`src/rtl/exp_csr_frontend.sv`:
```
// Avalon-MM register front end for a downstream exponent engine.
// Latches operands, issues a start handshake, captures the result and cycle count, and raises an interrupt.
module exp_csr_frontend #(
  parameter int unsigned DATA_W = 32,
  parameter int unsigned CNT_W  = 16
) (
  input  logic              clock,
  input  logic              reset,
  input  logic [23:0]       address,
  input  logic              write,
  input  logic              read,
  input  logic [DATA_W-1:0] writedata,
  output logic [DATA_W-1:0] readdata,
  output logic              irq,
  output logic [DATA_W-1:0] eng_base,
  output logic [DATA_W-1:0] eng_exp,
  output logic              eng_start,
  input  logic              eng_ready,
  input  logic              eng_done,
  input  logic [DATA_W-1:0] eng_result,
  output logic [DATA_W-1:0] conduit_export
);

  localparam logic [2:0] ADDR_BASE   = 3'd0;
  localparam logic [2:0] ADDR_EXP    = 3'd1;
  localparam logic [2:0] ADDR_CTRL   = 3'd2;
  localparam logic [2:0] ADDR_STATUS = 3'd3;
  localparam logic [2:0] ADDR_RESULT = 3'd4;
  localparam logic [2:0] ADDR_CYCLES = 3'd5;

  typedef enum logic [1:0] {
    ST_IDLE,
    ST_ISSUE,
    ST_WAIT,
    ST_DONE
  } state_t;

  state_t            state;
  logic [DATA_W-1:0] base_reg;
  logic [DATA_W-1:0] exp_reg;
  logic [DATA_W-1:0] result_reg;
  logic [CNT_W-1:0]  cycles_reg;
  logic              done_reg;
  logic              err_reg;
  logic              irq_en_reg;

  logic              busy_c;
  logic              wr_base_c;
  logic              wr_exp_c;
  logic              wr_ctrl_c;
  logic              ctrl_start_c;
  logic              ctrl_clear_c;
  logic              start_ok_c;
  logic              in_wait_c;
  logic [CNT_W-1:0]  cycles_inc_c;
  logic [DATA_W-1:0] rd_data_c;
  logic              unused_addr;

  assign unused_addr  = ^address[23:3];
  assign busy_c       = (state == ST_ISSUE) || (state == ST_WAIT);
  assign in_wait_c    = (state == ST_WAIT);
  assign wr_base_c    = write && (address[2:0] == ADDR_BASE);
  assign wr_exp_c     = write && (address[2:0] == ADDR_EXP);
  assign wr_ctrl_c    = write && (address[2:0] == ADDR_CTRL);
  assign ctrl_start_c = wr_ctrl_c && writedata[0];
  assign ctrl_clear_c = wr_ctrl_c && writedata[1];
  assign start_ok_c   = ctrl_start_c && !busy_c;
  assign cycles_inc_c = (cycles_reg == {CNT_W{1'b1}}) ? cycles_reg : cycles_reg + CNT_W'(1);

  assign conduit_export = result_reg;

  // Read mux; unmapped addresses return zero
  always_comb begin
    rd_data_c = '0;
    case (address[2:0])
      ADDR_BASE:   rd_data_c = base_reg;
      ADDR_EXP:    rd_data_c = exp_reg;
      ADDR_STATUS: rd_data_c = DATA_W'({irq_en_reg, err_reg, done_reg, busy_c});
      ADDR_RESULT: rd_data_c = result_reg;
      ADDR_CYCLES: rd_data_c = DATA_W'(cycles_reg);
      default:     rd_data_c = '0;
    endcase
  end

  always_ff @(posedge clock or posedge reset) begin
    if (reset) begin
      state      <= ST_IDLE;
      base_reg   <= '0;
      exp_reg    <= '0;
      result_reg <= '0;
      cycles_reg <= '0;
      done_reg   <= 1'b0;
      err_reg    <= 1'b0;
      irq_en_reg <= 1'b0;
      eng_base   <= '0;
      eng_exp    <= '0;
      eng_start  <= 1'b0;
      irq        <= 1'b0;
      readdata   <= '0;
    end else begin
      eng_start <= 1'b0;
      irq       <= done_reg && irq_en_reg;

      if (read) begin
        readdata <= rd_data_c;
      end

      if (wr_base_c && !busy_c) begin
        base_reg <= writedata;
      end
      if (wr_exp_c && !busy_c) begin
        exp_reg <= writedata;
      end
      if (wr_ctrl_c) begin
        irq_en_reg <= writedata[2];
      end

      // Clear first, then any error event in the same cycle wins
      if (ctrl_clear_c) begin
        err_reg <= 1'b0;
      end
      if ((busy_c && (wr_base_c || wr_exp_c || ctrl_start_c)) || (eng_done && !in_wait_c)) begin
        err_reg <= 1'b1;
      end

      // Clear or a new launch drops done; completion sets it and wins over clear
      if (ctrl_clear_c || start_ok_c) begin
        done_reg <= 1'b0;
      end
      if (eng_done && in_wait_c) begin
        done_reg <= 1'b1;
      end

      case (state)
        ST_IDLE, ST_DONE: begin
          if (start_ok_c) begin
            state      <= ST_ISSUE;
            cycles_reg <= '0;
            eng_base   <= base_reg;
            eng_exp    <= exp_reg;
          end
        end
        ST_ISSUE: begin
          cycles_reg <= cycles_inc_c;
          if (eng_ready) begin
            eng_start <= 1'b1;
            state     <= ST_WAIT;
          end
        end
        ST_WAIT: begin
          cycles_reg <= cycles_inc_c;
          if (eng_done) begin
            result_reg <= eng_result;
            state      <= ST_DONE;
          end
        end
        default: state <= ST_IDLE;
      endcase
    end
  end

endmodule

```
`config.mk`:
```
export PLATFORM = sky130hd
export DESIGN_NAME = exp_csr_frontend
export DESIGN_NICKNAME = d
export VERILOG_FILES = /design/src/rtl/exp_csr_frontend.sv
export SDC_FILE = /design/constraint.sdc
export NUM_CORES = 1
export LEC_CHECK = 0
export CAP_MARGIN = 20
export CORE_AREA = 2 2 139 141
export CTS_BUF_LIST = sky130_fd_sc_hd__clkbuf_8 sky130_fd_sc_hd__clkbuf_16
export DETAILED_ROUTE_END_ITERATION = 8
export DIE_AREA = 0 0 141 143
export PLACE_DENSITY = 0.83
export SYNTH_ARGS = -nofsm -noshare
export SYNTH_HDL_FRONTEND = slang
export SYNTH_SLANG_ARGS = --single-unit
```
`constraint.sdc`:
```
create_clock -name clock -period 11 [get_ports clock]
set_input_delay 2.2 -clock clock [delete_from_list [all_inputs] [get_ports clock]]
set_output_delay 2.2 -clock clock [all_outputs]
set_load 0.05 [all_outputs]
```
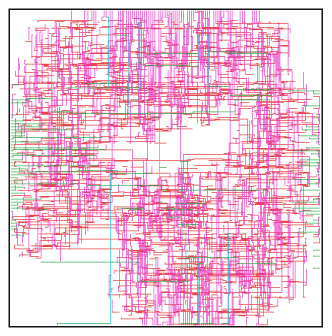
Fig. 1. Wiring by layer.
legend:
  red:
    layer: metal 1
    wire_length: 9860 um
  magenta:
    layer: metal 2
    wire_length: 10900 um
  cyan:
    layer: metal 4
    wire_length: 534 um
  green:
    layer: metal 3
    wire_length: 1360 um

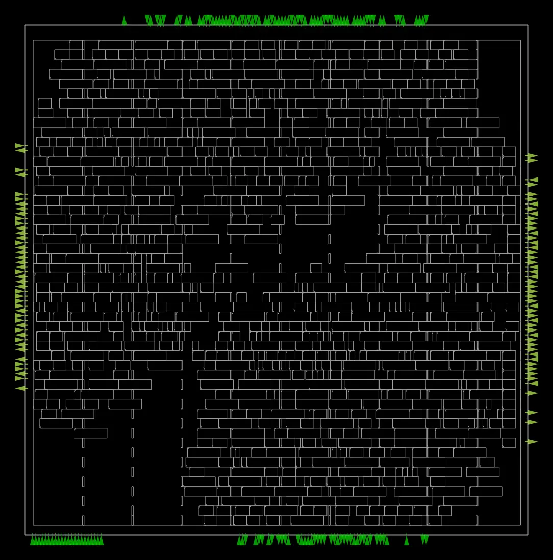
Fig. 2. Placed standard cells.
row count: 50
Post-Layout Cell Count: 1111
flop share of the area: 44.2%
Fillers: 1405

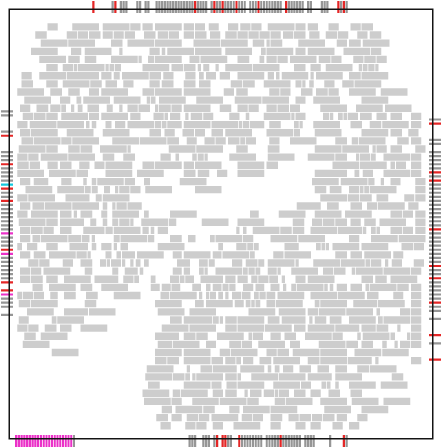
Fig. 3. Pin placement.
Pins as bars across the die edge, other pins in gray.
legend:
  cyan:
    port: irq
    pins: 1
    direction: output
    edge: left
  red:
    port: eng_base
    pins: 32
    direction: output
    edge: 10 top, 9 right, 7 left, 6 bottom
  magenta:
    port: address
    pins: 24
    direction: input
    edge: 21 bottom, 3 left
all pins by edge: 70 top, 63 bottom, 48 right, 43 left

==> metrics.csv <==
stage;metric;value;unit
run_status;outcome;finished, final reports clean;
drt;Detailed Route Iter0 Violations;243;
timing;Setup WS post-layout;6.65;ns
timing;RSZ-0062 raised after global routing;no;
power;Combinational Power Share;43.7;%
timing;Fin. Hold Viols;0;
power;Switching Fraction;40.8;%
drt;post-route ant nets;0;
synthesis;Post-synth top cells;dfrtp_1, mux2_2, inv_1;
floorplan;die height;143;um
job;tool warning count;50;
timing;Slew @ Worst Pin;1.07;ns
synthesis;Syn Area/Cell;13.7;sq um
clocking;H-tree depth;1;
synthesis;top cells by area, synth;dfrtp_1, mux2_2, mux4_2;
synthesis;Syn Inst Count;665;
floorplan;Pre-Place Util;49.1;%
synthesis;Most used DFF post-synth;dfrtp_1;
timing;Clock Skews;0.00842;ns
synthesis;yosys cell count;665;
floorplan;Die Size;20200;sq um
clocking;Root Buffer Master;clkbuf_16;
synthesis;share of the synthesized area in the top cell type;58.9;%
worst_setup_path;CP Launch Type;primary input;
clocking;CTS tree;built;
power;pwr/cell area;321;nW/um^2
timing;Max Fclk;230;MHz
placement;Placement Setup Slack;6.09;ns
timing;final-report setup violation count;0;
worst_setup_path;Setup CP Type;primary input to register;
worst_setup_path;Crit. End Element;register;
global_route;Tot GR Track Use;22.6;%
synthesis;asr flop ratio synth;100;%
synthesis;Yosys Chip Area;9130;sq um
timing;Final min period;4.35;ns
synthesis;leading area contributor after synthesis;dfrtp_1;
clocking;Num Clock Sinks;215;
synthesis;Syn Nets;762;
finish;Area growth syn-to-layout;33.3;%
placement;placed standard-cell area;11300;sq um
power;leak pwr;5.27;nW
timing;hold slack;0.494;ns
placement;routability cong.;0.838;
clocking;Num CTS Buffers;24;
drt;per-cell routed wire length;20.4;um
finish;nets;956;
global_route;first-pass GRT wire length;35.8;mm
power;P_sw;1.60;mW
timing;final setup TNS;0;ns
power;VDD IR max;0.000185;V
timing;final worst-path cycle share;39.5;%
clocking;Late-Pin Clk Latency;0.50;ns
power;Internal;2.32;mW
floorplan;die width;141;um
timing;worst rel slew slack;28.6;%
drt;final wirelength;22.6;mm
clocking;Clock transition at path regs;0.06;ns
floorplan;io pins;224;
global_route;grt ovf;0;
global_route;vias in the first global route;6407;
drt;DRC Markers;0;
finish;n_diodes;0;
placement;IO buf count;202;
worst_setup_path;CP Max Fanout;32;
synthesis;Post-synth EDFFs;0;
clocking;clk buf depth;3;
global_route;pin count of the biggest net entering global routing;145;
synthesis;sequential-to-total area share from yosys stat;58.9;%
timing;fin. max-slew vios;0;
global_route;initial antenna violation count;0;
finish;post-route cell area;12200;sq um
min_path;Worst Hold Class;register to register;
worst_setup_path;R2R setup slack;8.62;ns
clocking;post-cts gate resize count;0;
synthesis;Cell Type Count;48;
drt;drt first pass iters;4;
worst_setup_path;Req. time, crit path;11.38;ns
finish;share of layout cells above drive strength 1;27.3;%
power;Reg power frac;35.3;%
worst_setup_path;arrival time at the worst endpoint;4.72;ns
synthesis;Seq cells post-synth;215;
floorplan;core area;18600;sq um
clocking;post-CTS setup buffer count;0;
job;Max Cap Viol;0;
clocking;CTS Hold Bufs;0;
drt;post-DR vias/cell;5.51;
power;overall power;3.91;mW
synthesis;cell area after synthesis;9130;sq um
synthesis;Yosys top cell by instances;dfrtp_1;
power;clock share of power;20.9;%
synthesis;Syn. warnings;0;
drt;routed via count;6117;
placement;DPL Wire Length;14.4;mm
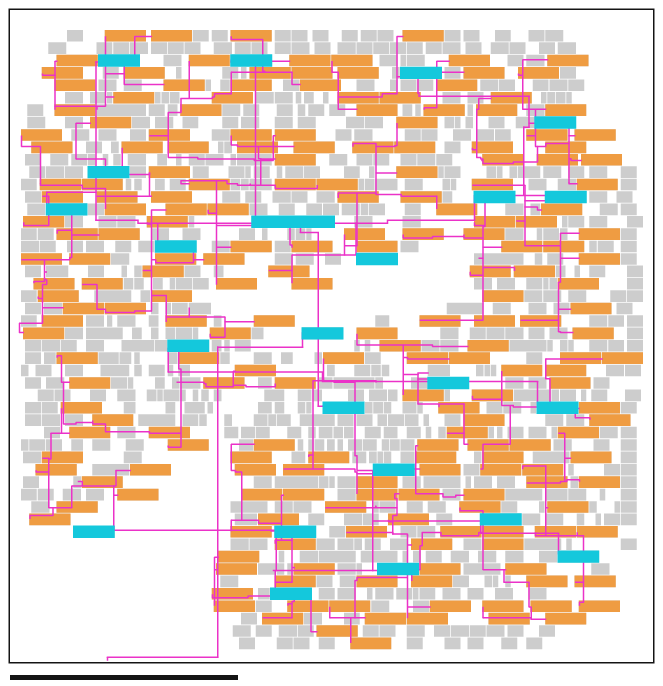
Fig. 4. Clock wires, drivers and flops.
Bar = 50 um.
legend:
  magenta:
    item: clock wires
    length: 2570 um
  orange:
    item: flip-flops
    count: 215
  cyan:
    item: clock drivers
    count: 24
flops lie: all over the die
routed clock nets: 25

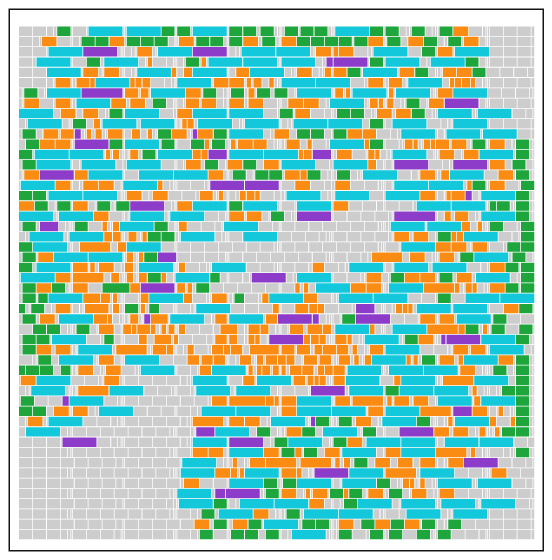
Fig. 5. Placed cells, one color a class.
Fill, decap, tap and diode cells in gray.
legend:
  purple:
    class: clock drivers and dummy loads
    cells: 44
    share_of_their_area: 7.0%
  orange:
    class: combinational and other logic
    cells: 409
    share_of_their_area: 30%
  cyan:
    class: sequential cells
    cells: 215
    share_of_their_area: 45%
  green:
    class: remaining buffers and delay cells
    cells: 209
    share_of_their_area: 17%

-- power groups by stage --
stage	clock, mW	combinational [mW]	sequential, mW
floorplan	0	0.465	2.03
global placement	0	1.69	1.37
detailed placement	0	1.71	1.39
CTS	0.833	1.72	1.38
global route	0.870	1.79	1.43
finish	0.819	1.71	1.38
-- metal layers --
metal	share of wire (%)	global-route usage [%]
met3	6.0	4.59
met2	48	36.7
met5	0	0
met1	44	31.1
met4	2.4	6.63
-- worst max-delay path: stages --
cell             delay, ns
clkdlybuf4s50_1       0.59
nor3b_1               0.44
nand3_2               0.86
mux2_2                0.61
-- per-stage QoR --
stage                     util, %  std cells
final                        65.5       1111
after global routing         65.5       1111
after CTS                    65.4       1110
after detailed placement     60.9       1066
after global placement       60.9       1066
after floorplan                 -        665
-- final cells by class --
cell class	instances	area [sq um]	area share, %
Clock buffer	32	722	5.93
Clock inverter	12	109	0.894
Inverter	34	135	1.11
Multi-Input combinational cell	375	3460	28.5
Sequential cell	215	5380	44.2
Tap cell	234	293	2.40
Timing Repair Buffer	209	2070	17.0
-- layout by cell type, fill, tap and decap left out, drive strengths merged, types with 18 or more instances in the layout --
cell type,instances
mux2i,18
clkbuf,32
o22ai,18
dfrtp,215
mux2,162
nor2,26
inv,37
nand2,23
clkdlybuf4s50,199
a21oi,18
-- path summary, 6_finish.rpt --
| check | from | endpoint | cells after the start |
|---|---|---|---|
| min in group asynchronous | reset | eng_base[21] | 2 |
| worst min register to register | eng_exp[26] | eng_exp[26] | 1 |
| max in group asynchronous | reset | conduit_export[9] | 3 |
| worst max register to register | state[0] | exp_reg[20] | 4 |
| worst min-delay path | eng_exp[26] | eng_exp[26] | 1 |
| worst max-delay path | address[1] | exp_reg[20] | 4 |
-- logic make-up after synthesis --
| logic type | count (synthesis) | synth area share [%] |
|---|---|---|
| multiplexers | 196 | 25.9 |
| AND-OR/OR-AND | 73 | 5.03 |
| buffers and inverters | 75 | 3.47 |
| flip-flops | 215 | 58.9 |
| adder cells (fa/ha/maj) | 3 | 0.411 |
| XOR/XNOR | 8 | 0.767 |
| AND/OR/NAND/NOR | 95 | 5.47 |
Power is estimated from default activity; no workload was simulated.
